Fig. 1: the metal 2 layer
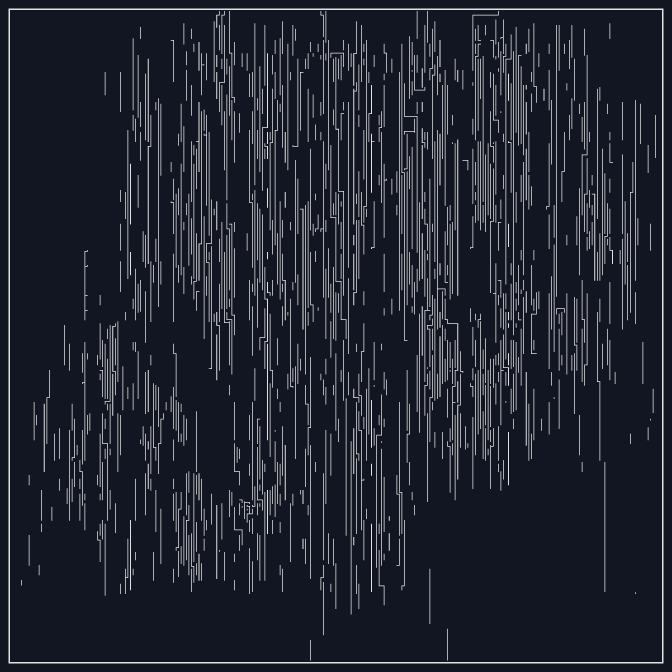
Fig. 2: local utilization
The die is cut into 12 by 12 equal tiles; white is low, dark blue is high, 0 to 100% covered.
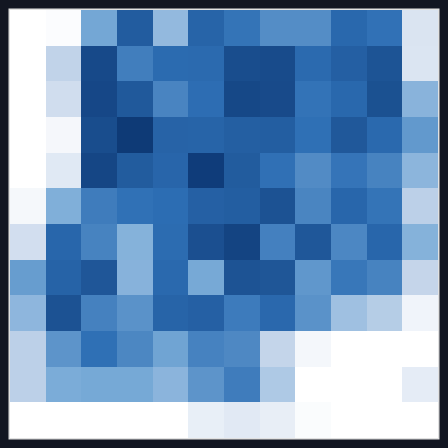
Design ps2_keyboard_scanner, sky130hd; sources not shown.
==> results.ini <==
[clocking]
cts_root_buf = clkbuf_16
cts_tree = yes
worstSkewPairLatency_ns = 0.42
cts_setup_buffers = 0
cts_resized = 0
clock_sinks = 141
cts_buffers = 17
clk_pin_slew_ns = 0.06
ctsHoldBuffers = 0
clockBufferDepth = 2
cts_htree_levels = 4

[synth]
netlist_instances = 535
synthTopCellsByArea = dfrtp_1 52%, mux2_2 14%, mux4_2 6.0%
syn_area_sq_um = 6750
synth_cell_types = 54
async_flop_share_pct = 100
top_area_cell = dfrtp_1
synth.mux.area_fraction_pct = 23.2
synth-seq-cells = 141
synthDominantCellAreaShare_pct = 52.2
simple_gate_share_pct = 11.9
ys_sh_adder_pct = 1.11
ys_cells = 535
synth_seq_share_pct = 52.2
synth-edff-count = 0
syn_area_per_cell_sq_um = 12.6
ys_sh_xor_pct = 5.06
compound_area_share_pct = 3.69
ff_type = dfrtp_1
ys_top_logic_family = multiplexers
syn_nets = 546
ys_area_sq_um = 6750
yosysWarnings = 0

[worst_setup_path]
cp_slowest_cell = dfrtp_1
crit_buf_inv = 1
cp-start-kind = register
cp_slowest_stage_delay_ns = 0.67
path_class = reg2reg
path_common_cell = xor2_1
cp_data_required_time_ns = 3.70
worst_ep_arrival_time_ns = 3.36
worstRegToRegCells = 13
worstPathMaxFanout = 19
end_kind = register
cp.depth = 13
regToRegSetupSlack_ns = 0.34
worstPathCellList = nand4bb_1 -> nor4_4 -> nor3_1 -> a2111oi_2 -> nor3_1 -> inv_1 -> ha_1 -> xor2_1 -> ha_1 -> a21oi_1 -> xor2_1 -> nor2_1 -> xor2_1
cpLargestDelayFamily = simple AND/OR/NAND/NOR gates

[outcome]
status = complete, no violations

[final_timing]
rsz0062_at_grt = false
slew_viol_final = 0
post-route-period-util_pct = 90.1
hold_slack_ns = 0.176
tightest_slew_ns = 0.960
tns_ns = 0
fin_crit_ns = 3.06
hold_viol = 0
fin_skew_ns = 0.00819
fin_ws_ns = 0.337
finalSetupViolCount = 0
slew_headroom_pct = 35.8
fmax_ghz = 0.326

[min_path]
min_path_type = in2async

[detailed_routing]
drtIter0Drc = 209
viasPerCell = 5.60
drc = 0
wire_per_inst_um = 17.9
drtPass1Iterations = 4
drtAntennaViolNets = 0

[global_routing]
grt.total_usage_pct = 21.7
grt_overflow_total = 0
grt_pass1_vias = 4315
antenna_found_initial = 0
grt_pass1_wl_um = 22700
grt_start_max_net_pins = 87

[pwr]
p_leak_nw = 3.58
power_density_nw_per_um2 = 621
power_mw = 4.77
peakVddDrop_mv = 0.348

[place]
post-place-ws_ns = 0.335
place_area_sq_um = 7110
io_buffers = 18
place_congestion = 0.810
hpwlAfterDp_um = 8500
dp.cells = 715

[die]
die_x_um = 118
die_h_um = 118
rows = 42
chipArea_sq_um = 14000
io_pins = 19
core_region_area_sq_um = 13200

[layout]
final_cell_mix = 141 x dfrtp_1, 83 x mux2_2, 38 x nor2_1
logic_area_sq_um = 3050
fin_area_sq_um = 7680
diodes = 0
largest_register_ffs = 72
drive_gt1_share_pct = 31.3
nNetsFinal = 569
syn2layout_area_growth_pct = 13.7
final_common_cell = dfrtp_1
flop_area_sq_um = 3530
n_fill_cell = 1021
fin_cells = 747

[run]
warning_count = 27
drv_cap = 0

Notes on Fig. 1 above:
wire length on this layer: 6720 um
main direction: vertical
vias: 4186
Routed WL: 13400 um

Notes on Fig. 2 above:
nearly empty tiles: 14%
tiles over 75% full: 35%
emptiest ninth of the die: bottom right
fullest tile: 96%
mean over tiles: 53%
Initial Utilization: 51.2%
Post-Route Utilization: 58.2%

==> worst reg2reg max path, stage by stage (launching register included) <==
cell and delay [ns]:
dfrtp_1 0.67, nand4bb_1 0.24, nor4_4 0.24, nor3_1 0.10
a2111oi_2 0.38, nor3_1 0.15, inv_1 0.11, ha_1 0.26
xor2_1 0.10, ha_1 0.19, a21oi_1 0.14, xor2_1 0.16
nor2_1 0.06, xor2_1 0.14
==> where the power goes <==
part / switching [mW] / internal, mW / leakage (nW)
clock: 0.732 / 1.08 / 0.273
combinational: 0.513 / 0.427 / 1.39
sequential: 0.214 / 1.81 / 1.92
total: 1.46 / 3.31 / 3.58
==> synthesized netlist by cell type (all sizes together) (2+ instances only) <==
library cell / instances
nand4: 6
mux2i: 9
xnor2: 20
ha: 6
nand2b: 4
nand3b: 3
nand2: 36
mux2: 92
a21oi: 8
clkbuf: 18
or2: 2
a2111oi: 2
or3: 5
buf: 11
inv: 10
nor3b: 4
nor2: 39
nand4b: 3
o21ai: 16
nor2b: 6
a31oi: 2
mux4: 18
nand3: 15
nor3: 17
nor4: 6
a21o: 4
dfrtp: 141
xor2: 19
a211oi: 2
==> final cells by class <==
class | count | area share, %
clock buffer | 17 | 5.54
clock inverter | 15 | 1.87
inverter | 10 | 0.489
multi-input combinational | 355 | 39.6
sequential | 141 | 45.9
tap | 176 | 2.87
timing repair buffer | 33 | 3.66
==> metal layers <==
layer / global-route usage (%) / routed length, um / vias up
met5: - / 0 / -
met4: 4.65 / 97 / 0
met3: 5.94 / 546 / 9
met2: 34.1 / 6720 / 76
met1: 28.2 / 6030 / 2150
li1: - / - / 1951
==> cells by family (layout without fill, tap and decap cells) <==
group,Yosys count,after routing
AND-OR/OR-AND,40,40
XOR/XNOR,39,39
adder cells (fa/ha/maj),6,6
buffers and inverters,39,75
flip-flops,141,141
multiplexers,119,119
AND/OR/NAND/NOR,151,151
Power figures rest on the tool's default switching activity, not on a simulated workload.
